==> src/rtl/fxp_div_seq_if.sv <==
// rtl/fxp_div_seq_if.sv - request/result bundle for the sequential Q1.(size-1) divider
//   start, dividend, divisor : request side, driven by the master
//   quotient, busy, done     : result and status, driven by the divider (slave)
//   div_by_zero, overflow    : result flags, held alongside quotient
interface fxp_div_seq_if #(
   parameter int size = 16
);
   logic            start;
   logic [size-1:0] dividend;
   logic [size-1:0] divisor;
   logic [size-1:0] quotient;
   logic            busy;
   logic            done;
   logic            div_by_zero;
   logic            overflow;

   modport master (
      output start, dividend, divisor,
      input  quotient, busy, done, div_by_zero, overflow
   );

   modport slave (
      input  start, dividend, divisor,
      output quotient, busy, done, div_by_zero, overflow
   );
endinterface

==> src/rtl/fxp_div_seq.sv <==
// rtl/fxp_div_seq.sv - signed Q1.(size-1) restoring divider, one quotient bit per clock
//   clk, rst : clock and asynchronous active-high reset
//   bus      : start/dividend/divisor in; quotient/busy/done/div_by_zero/overflow out
module fxp_div_seq #(
   parameter int size = 16
) (
   input logic          clk,
   input logic          rst,
   fxp_div_seq_if.slave bus
);
   localparam int cnt_w = $clog2(size);
   localparam logic [size-1:0] one_v   = {{(size-1){1'b0}}, 1'b1};
   localparam logic [size-1:0] max_pos = {1'b0, {(size-1){1'b1}}};
   localparam logic [size-1:0] min_neg = {1'b1, {(size-1){1'b0}}};
   localparam logic [cnt_w-1:0] cnt_load = cnt_w'(size - 1);
   localparam logic [cnt_w-1:0] cnt_last = cnt_w'(1);

   typedef enum logic [1:0] {st_idle, st_calc, st_done} state_t;

   state_t          state, state_nx;
   logic [size:0]   rem;        // one spare bit so 2R never overflows
   logic [size-1:0] mag_b;
   logic [size-2:0] qsh;        // magnitude bits 2^-1 .. 2^-(size-1)
   logic [cnt_w-1:0] cnt;
   logic            sign;
   logic [size-1:0] q_reg;
   logic            dz_reg;
   logic            ov_reg;

   // Request-side decode, only meaningful while idle
   logic [size-1:0] abs_a, abs_b;
   logic            sign_in, is_zero, is_neg_one, is_sat, special;

   always_comb begin
      // Two's-complement magnitude; -1.0 maps to 2^(size-1), which fits unsigned
      abs_a      = bus.dividend[size-1] ? (~bus.dividend + one_v) : bus.dividend;
      abs_b      = bus.divisor[size-1]  ? (~bus.divisor  + one_v) : bus.divisor;
      sign_in    = bus.dividend[size-1] ^ bus.divisor[size-1];
      is_zero    = (bus.divisor == '0);
      is_neg_one = (abs_a == abs_b) && sign_in;
      is_sat     = (abs_a >= abs_b);
      special    = is_zero || is_sat;
   end

   // One restoring step
   logic [size:0]   r2, rem_nx;
   logic            ge;
   logic [size-2:0] q_nx;

   always_comb begin
      r2     = rem << 1;
      ge     = (r2 >= {1'b0, mag_b});
      rem_nx = ge ? (r2 - {1'b0, mag_b}) : r2;
      q_nx   = {qsh[size-3:0], ge};
   end

   always_ff @(posedge clk or posedge rst) begin
      if (rst) state <= st_idle;
      else     state <= state_nx;
   end

   always_comb begin
      state_nx = state;
      case (state)
         st_idle: if (bus.start) state_nx = special ? st_done : st_calc;
         st_calc: if (cnt == cnt_last) state_nx = st_done;
         st_done: state_nx = st_idle;
         default: state_nx = st_idle;
      endcase
   end

   always_ff @(posedge clk or posedge rst) begin
      if (rst) begin
         rem    <= '0;
         mag_b  <= '0;
         qsh    <= '0;
         cnt    <= '0;
         sign   <= 1'b0;
         q_reg  <= '0;
         dz_reg <= 1'b0;
         ov_reg <= 1'b0;
      end else begin
         case (state)
            st_idle: begin
               if (bus.start) begin
                  rem   <= {1'b0, abs_a};
                  mag_b <= abs_b;
                  qsh   <= '0;
                  cnt   <= cnt_load;
                  sign  <= sign_in;
                  // Priority: zero divisor, then exact -1.0, then saturation
                  if (is_zero) begin
                     q_reg  <= bus.dividend[size-1] ? min_neg : max_pos;
                     dz_reg <= 1'b1;
                     ov_reg <= 1'b0;
                  end else if (is_neg_one) begin
                     q_reg  <= min_neg;
                     dz_reg <= 1'b0;
                     ov_reg <= 1'b0;
                  end else if (is_sat) begin
                     q_reg  <= sign_in ? min_neg : max_pos;
                     dz_reg <= 1'b0;
                     ov_reg <= 1'b1;
                  end
               end
            end
            st_calc: begin
               rem <= rem_nx;
               qsh <= q_nx;
               cnt <= cnt - cnt_last;
               if (cnt == cnt_last) begin
                  q_reg  <= sign ? (~{1'b0, q_nx} + one_v) : {1'b0, q_nx};
                  dz_reg <= 1'b0;
                  ov_reg <= 1'b0;
               end
            end
            default: ;
         endcase
      end
   end

   assign bus.quotient    = q_reg;
   assign bus.div_by_zero = dz_reg;
   assign bus.overflow    = ov_reg;
   assign bus.busy        = (state != st_idle);
   assign bus.done        = (state == st_done);
endmodule

==> src/flat_wrapper.sv <==
// flat-port wrapper written by rule: the top's interface ports become plain ports
module fxp_div_seq_flat 
#(
   parameter int size = 16
)
  (clk, rst, bus_start, bus_dividend, bus_divisor, bus_quotient, bus_busy, bus_done, bus_div_by_zero, bus_overflow);
  fxp_div_seq_if #(.size(size)) bus_i ();
  input logic clk;
  input logic rst;
  input wire logic [$bits(bus_i.start)-1:0] bus_start;
  input wire logic [$bits(bus_i.dividend)-1:0] bus_dividend;
  input wire logic [$bits(bus_i.divisor)-1:0] bus_divisor;
  output wire logic [$bits(bus_i.quotient)-1:0] bus_quotient;
  output wire logic [$bits(bus_i.busy)-1:0] bus_busy;
  output wire logic [$bits(bus_i.done)-1:0] bus_done;
  output wire logic [$bits(bus_i.div_by_zero)-1:0] bus_div_by_zero;
  output wire logic [$bits(bus_i.overflow)-1:0] bus_overflow;
  assign bus_i.start = bus_start;
  assign bus_i.dividend = bus_dividend;
  assign bus_i.divisor = bus_divisor;
  assign bus_quotient = bus_i.quotient;
  assign bus_busy = bus_i.busy;
  assign bus_done = bus_i.done;
  assign bus_div_by_zero = bus_i.div_by_zero;
  assign bus_overflow = bus_i.overflow;
  fxp_div_seq #(.size(size)) u_core (.clk(clk), .rst(rst), .bus(bus_i));
endmodule
==> config.mk <==
export PLATFORM = sky130hd
export DESIGN_NAME = fxp_div_seq_flat
export DESIGN_NICKNAME = d
export VERILOG_FILES = /design/src/rtl/fxp_div_seq_if.sv /design/src/rtl/fxp_div_seq.sv /design/src/flat_wrapper.sv
export SDC_FILE = /design/constraint.sdc
export NUM_CORES = 1
export LEC_CHECK = 0
export CORE_MARGIN = 2
export CORE_UTILIZATION = 52
export DETAILED_ROUTE_END_ITERATION = 16
export PLACE_DENSITY_LB_ADDON = 0.05
export SLEW_MARGIN = 10
export SYNTH_ARGS = -nofsm -noshare
export SYNTH_HDL_FRONTEND = slang
export SYNTH_SLANG_ARGS = --single-unit
==> constraint.sdc <==
create_clock -name clk -period 3.65 [get_ports clk]
set_clock_uncertainty 0.05 [all_clocks]
set_input_delay 0.73 -clock clk [delete_from_list [all_inputs] [get_ports clk]]
set_output_delay 0.73 -clock clk [all_outputs]
set_load 0.05 [all_outputs]
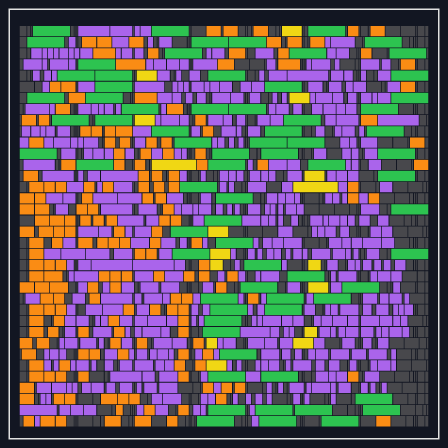
Figure 1: run 1, placement by cell class.
Fill, decap, tap and diode cells in gray.
legend:
  yellow:
    class: clock drivers and dummy loads
    cells: 16
    share_of_their_area: 3.2%
  purple:
    class: remaining logic cells
    cells: 497
    share_of_their_area: 51%
  orange:
    class: remaining buffers and delay cells
    cells: 185
    share_of_their_area: 22%
  green:
    class: registers
    cells: 71
    share_of_their_area: 24%

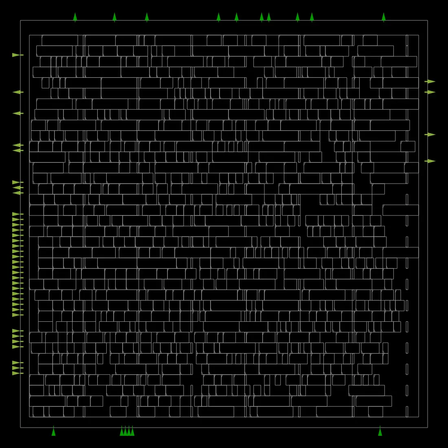
Figure 2: run 1, placement view.
Floorplan Core Area: 9774 um^2
Tap Count: 133
Filler cells: 696
flop share of the area: 0.2372
placement row count: 36

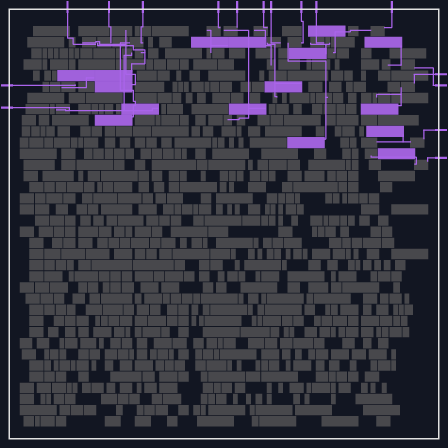
Figure 3: run 1, wires at chosen ports, followed through buffers.
legend:
  purple:
    port: bus_quotient
    bits: 16
    direction: output
    end_cells: 16
    buffers: 16
    wire: 443 um

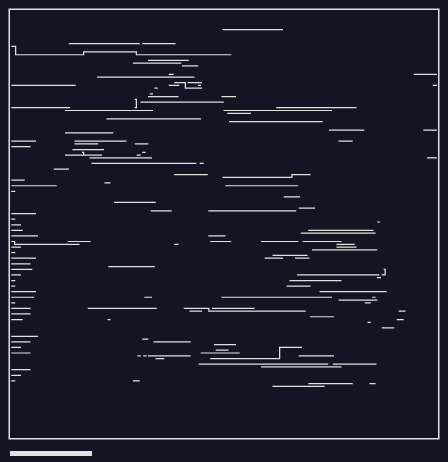
Figure 4: run 1, M3 wires.
The bar under the picture is 20 um long.
main direction: horizontal
wire length on this layer: 1120 um
nets with wire on the layer: 106

==> notes.md, run 1 <==
The layout was made with Yosys and OpenROAD.

The number of H-tree levels is 3. The routed design could run at a clock period as short as 4119 ps. In this run the worst setup path terminates at u_core.bus.quotient[0]. The worst setup path is captured at a flip-flop. The initial DRC count is ~400. The largest driver fanout on the critical path is 3.

Counting along the longest clock path gives a buffer depth of 2. The run finished, with violations left. The net count after synthesis is around 670.

The checks that failed: setup timing. The data arrival time at the worst-slack endpoint is between 4000 and 5000 ps. The final total power is 0.007117 W.

The share of the Yosys chip area taken by registers is 0.3388. The warning total across the stage logs is 31. The startpoint-to-endpoint class of the critical path is in2reg. The overall die width is roughly 100 um.

As reported, the later end of the worst-skew pair has a clock insertion delay of 370 ps. The worst hold margin is 438.7 ps. Detailed routing inserted a total of approximately 5400 vias. Signal routing reaches up to met4. For this run, asynchronously set or reset flops after synthesis account for 1.000. The cell count in the Yosys report is ~600. For this run the aggregate overflow at the end of global routing stands at 0.

The per-instance average area after synthesis is about 8.8 um^2. The post-placement cell count is approximately 850. TritonCTS created 9 clock buffers. The maximum number of pins on one net before global-route repair is 35.

The launching instance or port of the critical path is bus_dividend[6]. The share of post-route cells with drive strength above 1 is 0.2848. Checking max transition, the worst relative margin is 0.1243. The routed length on met3 is about 1100 um. In this run the static leakage power is between 3 and 4 nW. The highest clock rate this design can be run at is 242.8 MHz. The endpoint of the worst register-to-register path is u_core.bus.quotient[12]. For this run, the detailed router's first-pass iteration total came to 5. The final worst setup slack is -468.9 ps. The vertical die dimension reported for this design is 104.4 um.

The worst-case IR drop observed on VDD is ~1.0 mV. The end-of-flow timing check tallies setup violations at 20. Per the synth stats, the flop cell with the highest instance count is dfrtp_1. In the synthesis report, Yosys lists the chip area as about 5200 um^2. In this run the full chip footprint comes out at around 11000 um^2. The clock tree from TritonCTS is built.
-- run 1: power by group --
group | internal, W | switching [W]
sequential | 0.00115 | 0.000340
clock | 0.000407 | 0.000328
combinational | 0.00206 | 0.00284
total | 0.00361 | 0.00350
-- run 1: kinds of logic (layout without fill, tap and decap cells) --
| kind of cell | count (synthesis) | count (layout) | share of synthesized area |
|---|---|---|---|
| buf+inv | 60 | 230 | 0.04486 |
| compound gates | 188 | 188 | 0.2551 |
| flops | 71 | 71 | 0.3388 |
| simple gates | 185 | 185 | 0.1704 |
| mux | 13 | 13 | 0.02529 |
| xor+xnor | 44 | 44 | 0.07349 |
| fa+ha+maj | 38 | 38 | 0.09210 |
-- run 1: worst max-delay path, cell delays in order --
cell and delay (ps):
buf_6 100, nor4_4 350, nand2b_4 80, or4_4 470, o41ai_4 430, xnor2_2 170
ha_1 280, a21o_1 190, a21o_1 180, a22o_4 270, a211oi_4 220, a311o_1 320
buf_4 160, buf_6 100, inv_4 40, mux2_2 260
-- run 1: registers in the layout, summed over array words and instances, names as in the netlist --
register,cells
u_core.sign,1
u_core.bus.quotient,16
u_core.bus.div_by_zero,1
u_core.cnt,4
u_core.bus.overflow,1
u_core.state,2
u_core.mag_b,16
u_core.qsh,14
u_core.rem,16
-- run 1: metal layers --
metal,up-vias,global-route usage
met2,228,0.4407
met5,-,0
met3,38,0.04637
met1,2591,0.4116
li1,2536,-
met4,0,0.1139
-- run 1: final cells by class --
cell class | instances | area, um^2
sequential | 71 | 1777
clock inverter | 6 | 93.84
clock buffer | 10 | 137.6
fill | 696 | 2283
tap | 133 | 166.4
timing repair buffer | 185 | 1582
multi-input combinational | 468 | 3623
inverter | 29 | 111.4
-- run 1: cell usage after synthesis (4+ instances only) --
cell      count  area share
or2_2         5      0.0060
nand2b_1      9       0.011
nand4_1       4      0.0048
nand3_1      19       0.018
o31ai_1      21       0.030
xnor2_1      27       0.045
or3_1        11       0.013
a31oi_1       5      0.0060
nor2_1       38       0.027
clkbuf_1     25       0.018
o21ai_0      53       0.051
a21o_1       10       0.014
a22o_1       18       0.030
inv_1        28       0.020
a21oi_1      11       0.010
a211o_1       4      0.0067
nor2b_1       7      0.0084
o211ai_1      7       0.010
xor2_1       17       0.028
nand2_1      66       0.047
o21a_1       11       0.016
dfrtp_1      71        0.34
a22oi_1       8       0.011
nor4_1        5      0.0060
o311ai_0      4      0.0067
mux2i_1      11       0.021
ha_1         37       0.088
a211oi_1      8       0.011
nor3_1        6      0.0057
o41ai_1       6       0.010
-- run 1: per-stage QoR --
step	area, um^2	worst slack [ps]	utilization	TNS (ps)
3_3_place_gp	6576	-901.6	0.6728	-15590
2_1_floorplan	5310	-214.1	-	-2922
3_5_place_dp	6576	-1037	0.6728	-18120
4_1_cts	7126	-302.8	0.7290	-4352
6_report	7491	-468.9	0.7664	-7365
5_1_grt	7491	-610.0	0.7664	-9937
-- run 1: timing repair --
item | in CTS | in global routing
setup buffers | 24 | 19
gates resized | 53 | 49
hold endpoints to repair | 0 | 0
pin swaps | 29 | 32
endpoints found under the setup margin | 20 | 20
==> run 2, diff against run 1 <==
- PLACE_DENSITY: default -> 0.75
- PLACE_DENSITY_LB_ADDON: 0.05 -> default
==> notes.md, run 2 <==
The layout was made with Yosys and OpenROAD.

Run status: finished with violations (unchanged). Violated checks: setup timing (unchanged). The type of destination of the critical path is a flip-flop (unchanged). The number of H-tree levels was 3 (unchanged). The per-instance average area after synthesis is 8.754 um^2 (unchanged).

The area growth from synthesis to layout is 43.43% (was 42.85%). The critical register-to-register path startpoint is u_core.mag_b[14] (unchanged). The required arrival time at the worst endpoint came to 3870 ps (about the same). The internal reg-to-reg setup slack was 60 ps (was 80 ps).

The switching component of the power is 0.003595 W (was 0.003503 W). The dominant cell type by area after synthesis is dfrtp_1 (unchanged). The via count of the first global-routing pass is 5691 (was 5100). The area inside the core boundary is 9774 um^2 (unchanged). The CTS buffer count is 9 (unchanged). The largest driver fanout on the critical path is 5 (was 3). The total setup violations reported at the end of the flow was 19 (was 20). The commonest non-fill, non-tap cell in the layout is buf_4 (unchanged). The total of flip-flops plus latches after synthesis is 71 (unchanged).

The number of search-and-repair iterations in the first detailed-routing pass came to 5 (unchanged). The net count reported at finish came to 836 (was 837). The cell area after technology mapping was 5244 um^2 (unchanged). The number of antenna violations at the first check in global routing came to 0 (unchanged). The highest achievable clock rate is 241.5 MHz (was 242.8 MHz). The maximum VDD drop is 0.6449 mV (was 1.049 mV).

The post-route core utilization is 0.7695 (was 0.7664). The tally of yosys warning messages is 0 (unchanged). The final worst setup slack is -490.3 ps (was -468.9 ps). The final critical-path required period is 4140 ps (was 4119 ps).

The number of violations of the max-capacitance limit is 0 (unchanged). The global route total overflow is 0 (unchanged). The share of synthesized area occupied by flip-flops and latches is 0.3388 (unchanged).

The maximum number of pins on one net before global-route repair was 35 (unchanged). The dominant cell by count in the synthesized netlist is dfrtp_1 (unchanged). The area share of the leading cell type in the synthesized netlist was 0.3388 (unchanged). The endpoint of the worst register-to-register path is u_core.bus.quotient[12] (unchanged). The startpoint type of the worst setup path was a primary input (unchanged).

The share of synthesized registers carrying an async set or reset is 1.000 (unchanged). The clock group share of total power came to 0.095 (was 0.103). The DRC violation count after routing is 0 (unchanged). The initial DRC count came to 490 (was 395).

The number of nets at floorplan is 672 (unchanged). The post-placement cell count came to 843 (was 847). The count of cells along the worst hold path came to 1 (was 2).

The clock tree from TritonCTS was built (unchanged). The share of post-route cells with drive strength above 1 is 0.2826 (was 0.2848). Leading post-synthesis cells by instance count: dfrtp_1, nand2_1, o21ai_0 (unchanged).

The worst hold margin is 436.1 ps (was 438.7 ps). The internal power contribution is 0.003601 W (was 0.003614 W). The leakage power summed over all cells is 3.509 nW (was 3.430 nW).

The final routed wire length divided by cell count is 20.71 um (was 17.96 um). The overall die width is 104.4 um (unchanged). The remaining antenna violation count is 0 (unchanged). The warning total across the stage logs came to 31 (unchanged). The tightest slew margin relative to the limit is 0.08169 (was 0.1243). The number of instances in the synthesized netlist is 599 (unchanged). The floorplan die height is 104.4 um (unchanged).

The pin slew with the least headroom to its limit is 1372 ps (was 1309 ps). The cts-stage hold buffer count is 0 (unchanged). The register clock-pin slew on the reported worst setup and hold paths is 80 ps (was 90 ps). The post-synthesis cell type count is 59 (unchanged). The final non-filler cell total is 901 (was 902). Synth area leaders: dfrtp_1, ha_1, o21ai_0, nand2_1, xnor2_1 (unchanged). The relative contribution of combinational cells to total power is 0.696 (was 0.688). The switching power share of the total is 0.4996 (was 0.4923). The total die area is 10900 um^2 (unchanged). The launch instance of the worst min-delay path is u_core.bus.quotient[1] (was u_core.bus.quotient[13]).

The area of the synthesized netlist per yosys stat is 5244 um^2 (unchanged). The clock insertion delay at the later pin of the skew report is 380 ps (was 370 ps). The power per unit of standard cell area is 956.8 nW/um^2 (was 950.1 nW/um^2). The leading register cell type out of synthesis is dfrtp_1 (unchanged). The data arrival time at the worst-slack endpoint came to 4360 ps (was 4340 ps). The part of the total power dissipated in sequential elements is 0.208 (was 0.209). The total inserted antenna cells was 0 (unchanged).

The number of rows in the core area came to 36 (unchanged). The number of buffers on the longest clock path is 2 (unchanged). The startpoint-to-endpoint class of the critical path is in2reg (unchanged).

The total number of vias is 5763 (was 5393). The CTS sink count is 71 (unchanged). The end of the worst hold path is u_core.bus.quotient[1] (was u_core.bus.quotient[13]). The cell count in the Yosys report is 599 (unchanged).
## run 2: worst max-delay path: stages
cell and delay, ps:
dlygate4sd2_1 260, or3_4 360, or4b_4 560, nor4_4 380
ha_1 330, and4_1 240, and3_4 190, a22o_1 220
a211oi_2 260, a311o_2 320, buf_12 120, buf_12 120
a311oi_2 40, a22o_1 230
## run 2: how the worst max path moves through the flow
| stage | from | to | slack (ps) | cells after the start |
|---|---|---|---|---|
| 2_1_floorplan | bus_dividend[1] | u_core.bus.quotient[0] | -210 | 12 |
| 6_report | bus_dividend[2] | u_core.bus.quotient[11] | -490 | 14 |
| 4_1_cts | bus_dividend[4] | u_core.bus.quotient[9] | -320 | 15 |
| 5_1_grt | bus_dividend[6] | u_core.bus.quotient[11] | -510 | 18 |
| 3_3_place_gp | bus_dividend[5] | u_core.bus.quotient[11] | -790 | 15 |
| 3_5_place_dp | bus_dividend[5] | u_core.bus.quotient[11] | -980 | 15 |
## run 2: repair_timing
| action | CTS | global route |
|---|---|---|
| pin swaps | 29 | 27 |
| setup buffers | 32 | 12 |
| resized | 79 | 41 |
| cloned | 2 | 0 |
| endpoints found under the setup margin | 20 | 21 |
## run 2: logic make-up after synthesis
family | count (synthesis) | share of synthesized area
simple gates | 185 | 0.1704
fa+ha+maj | 38 | 0.09210
mux | 13 | 0.02529
compound gates | 188 | 0.2551
flops | 71 | 0.3388
buf+inv | 60 | 0.04486
xor+xnor | 44 | 0.07349
## run 2: metal layers
metal,part of all wire,GRT usage
met1,0.38,0.3670
met4,0.057,0.1882
met5,0,0
met2,0.49,0.5462
met3,0.070,0.05576
## run 2: power groups by stage
stage,Sequential (W),Combinational [W],Clock (W)
after global placement,0.00145,0.00421,0
after floorplan,0.00168,0.00287,0
after detailed placement,0.00148,0.00435,0
final,0.00150,0.00501,0.000685
after CTS,0.00147,0.00475,0.000682
after global routing,0.00154,0.00538,0.000720
## run 2: final cells by class
type	count	area (um^2)
clock buffer	12	155.1
inverter	29	108.9
multi-input combinational	468	3593
fill	642	2253
timing repair buffer	184	1668
tap	133	166.4
sequential	71	1777
clock inverter	4	52.55
## run 2: through the flow
| stage | setup WS, ps | TNS (ps) | cell area [um^2] | power (W) |
|---|---|---|---|---|
| after CTS | -324.6 | -5000 | 7289 | 0.006906 |
| final | -490.3 | -7864 | 7521 | 0.007196 |
| after floorplan | -214.1 | -2922 | 5310 | 0.004546 |
| after detailed placement | -976.4 | -17320 | 6559 | 0.005825 |
| after global routing | -514.7 | -8566 | 7521 | 0.007636 |
| after global placement | -788.7 | -14020 | 6559 | 0.005662 |
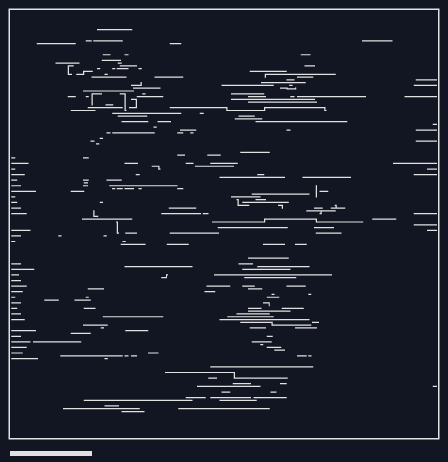
Figure 5: run 2, M3 wires.
The bar under the picture is 20 um long.
main direction: horizontal
nets with wire on the layer: 166
share of all routed wire: 7.0%
wire length on this layer: 1310 um
longest straight run: 28.5 um

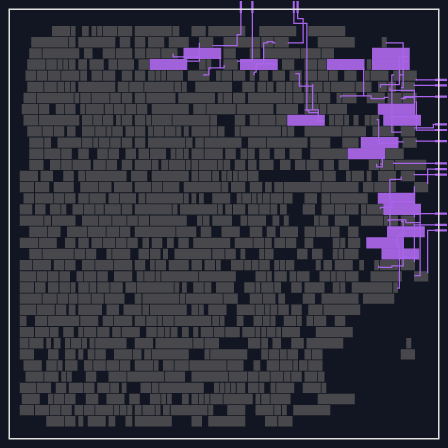
Figure 6: run 2, wires at chosen ports, followed through buffers.
legend:
  purple:
    port: bus_quotient
    bits: 16
    direction: output
    end_cells: 16
    buffers: 16
    wire: 438 um

==> run 3, diff against run 2 <==
- CAP_MARGIN: default -> 5
- CTS_CLUSTER_SIZE: default -> 28
- MAX_ROUTING_LAYER: default -> met4
==> notes.md, run 3 <==
The layout was made with Yosys and OpenROAD.

The CTS sink count is 71 (unchanged). The warning total across the stage logs was 31 (unchanged). The total setup violations reported at the end of the flow is 20 (was 19). The share of post-route cells with drive strength above 1 is 0.2776 (was 0.2826).

The floorplan die height came to 104.4 um (unchanged). The DRC violation count after routing is 0 (unchanged). The final worst setup slack was -341.3 ps (was -490.3 ps). The slowest stage cell on the critical path is clkdlybuf4s50_1 (was or4b_4).

The combinational cell area excluding buffers and inverters is 3650 um^2 (was 3593 um^2). The initial DRC count is 371 (was 490). The overall die width is 104.4 um (unchanged). The number of H-tree levels was 3 (unchanged). The number of search-and-repair iterations in the first detailed-routing pass is 6 (was 5). The worst hold margin came to 439.6 ps (was 436.1 ps). Synth area leaders: dfrtp_1, ha_1, o21ai_0, nand2_1, xnor2_1 (unchanged). The clock tree from TritonCTS is built (unchanged). The largest driver fanout on the critical path is 5 (unchanged).

Run status: finished with violations (unchanged). The setup TNS is -4792 ps (was -7864 ps). The adder and majority cell fraction of the synthesized area is 0.09210 (unchanged). The post-synthesis mux area share is 0.02529 (unchanged).

The power per unit of standard cell area came to 964.8 nW/um^2 (was 956.8 nW/um^2). The compound-cell area share of the yosys netlist is 0.2551 (unchanged). The pin slew with the least headroom to its limit is 1279 ps (was 1372 ps). Violated checks: setup timing (unchanged). The highest achievable clock rate is 250.5 MHz (was 241.5 MHz). The tally of yosys warning messages was 0 (unchanged). The type of destination of the critical path is a flip-flop (unchanged). CP Cell Sequence: clkdlybuf4s50_1, nor3_2, nand4_1, buf_4, o31ai_4, xor2_1, ha_1, and4_4, and3_4, a22o_1, a211oi_2, a311o_2, buf_4, buf_8, a311oi_2, a22o_1 (was dlygate4sd2_1, or3_4, or4b_4, nor4_4, ha_1, and4_1, and3_4, a22o_1, a211oi_2, a311o_2, buf_12, buf_12, a311oi_2, a22o_1). The total number of vias was 5471 (was 5763).

The startpoint type of the worst setup path is a primary input (unchanged). The maximum number of pins on one net before global-route repair came to 35 (unchanged). The cell area after technology mapping was 5244 um^2 (unchanged). The CTS buffer count is 9 (unchanged).

The dominant delay contributor by cell family on the critical path is AND-OR/OR-AND gates (was simple AND/OR/NAND/NOR gates). The number of antenna violations at the first check in global routing is 0 (unchanged). The number of nets at floorplan is 672 (unchanged). The register clock-pin slew on the reported worst setup and hold paths is 80 ps (about the same). The leading register cell type out of synthesis is dfrtp_1 (unchanged). The number of buffers on the longest clock path is 2 (unchanged).
## run 3: cells by family after synthesis
group                      after synthesis
DFF                                     71
and+or+nand+nor                        185
buffers and inverters                   60
AOI/OAI and AO/OA                      188
muxes                                   13
adders and majority gates               38
xor gates and xnor gates                44
## run 3: what timing repair did
action | in CTS | in global routing
gates resized | 58 | 69
gates cloned | 2 | 1
hold buffers | 0 | 0
setup buffers | 18 | 13
setup endpoints to repair | 20 | 20
pin swaps | 28 | 44
## run 3: stage by stage
step | cell area, um^2 | util | instances
3_5_place_dp | 6566 | 0.6718 | 844
2_1_floorplan | 5310 | - | 599
3_3_place_gp | 6566 | 0.6718 | 844
5_1_grt | 7476 | 0.7648 | 886
4_1_cts | 7136 | 0.7300 | 875
6_report | 7476 | 0.7648 | 886
## run 3: worst register-to-register path: stages, from the launching register on
cell and delay [ps]:
dfrtp_1 360, inv_1 60, ha_1 370, a21o_1 220
a211oi_1 360, o21ai_0 250, nand2_1 150, nand2_2 70
inv_2 60, ha_1 140, nand2_1 90, or4_1 510
o31ai_1 360, xnor2_1 200, nor2_1 80, o31ai_2 230
## run 3: area by class of cell
class | instances | share of cell area
well taps | 133 | 0.02226
flip-flops and latches | 71 | 0.2377
repair buffers | 169 | 0.2072
multi-input cells | 468 | 0.4882
inverters | 29 | 0.01490
clock buffers | 12 | 0.01941
clock inverters | 4 | 0.01038
## run 3: report_power, final
| part | total (W) | leakage (nW) | internal (W) | switching [W] |
|---|---|---|---|---|
| registers | 0.00150 | 0.880 | 0.00115 | 0.000354 |
| clock network | 0.000726 | 0.111 | 0.000408 | 0.000318 |
| logic | 0.00499 | 2.49 | 0.00211 | 0.00288 |
| total | 0.00721 | 3.48 | 0.00366 | 0.00355 |
## run 3: metal layers
layer,vias up,track usage,part of all wire
met5,-,-,0
met4,0,0.1815,0.047
met3,56,0.04135,0.059
met2,254,0.4944,0.50
met1,2666,0.3344,0.39
li1,2495,-,-
## run 3: path summary, 6_finish.rpt
path,from,to,slack (ps),cells after the start
min in group asynchronous,rst,u_core.qsh[4],760,2
max reg2reg,u_core.mag_b[14],u_core.bus.quotient[12],10,15
min reg2reg,u_core.bus.quotient[1],u_core.bus.quotient[1],440,1
max in group asynchronous,rst,u_core.rem[10],2000,3
max,bus_divisor[7],u_core.bus.quotient[11],-340,16
min,u_core.bus.quotient[1],u_core.bus.quotient[1],440,1
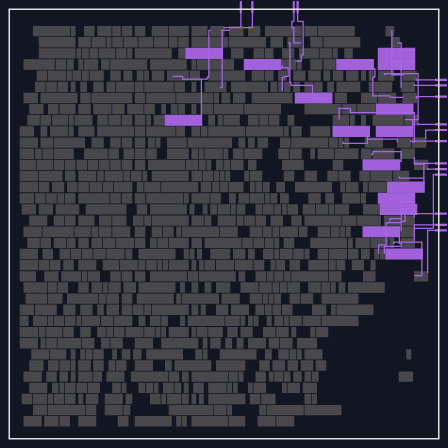
Figure 7: run 3, wires at chosen ports, followed through buffers.
legend:
  purple:
    port: bus_quotient
    bits: 16
    direction: output
    end_cells: 16
    buffers: 16
    wire: 415 um
count of boundary I/O pins: 55
IO Port Bufs: 54

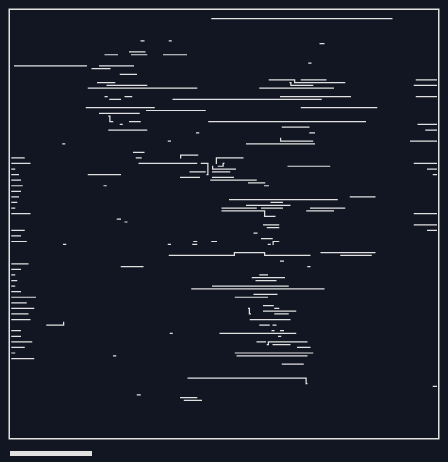
Figure 8: run 3, M3 wires.
The bar under the picture is 20 um long.
share of all routed wire: 5.9%
longest straight run: 43.9 um
nets with wire on the layer: 117
wire length on this layer: 1010 um
main direction: horizontal

No activity file was given, so power comes from the tool's default toggle rates.
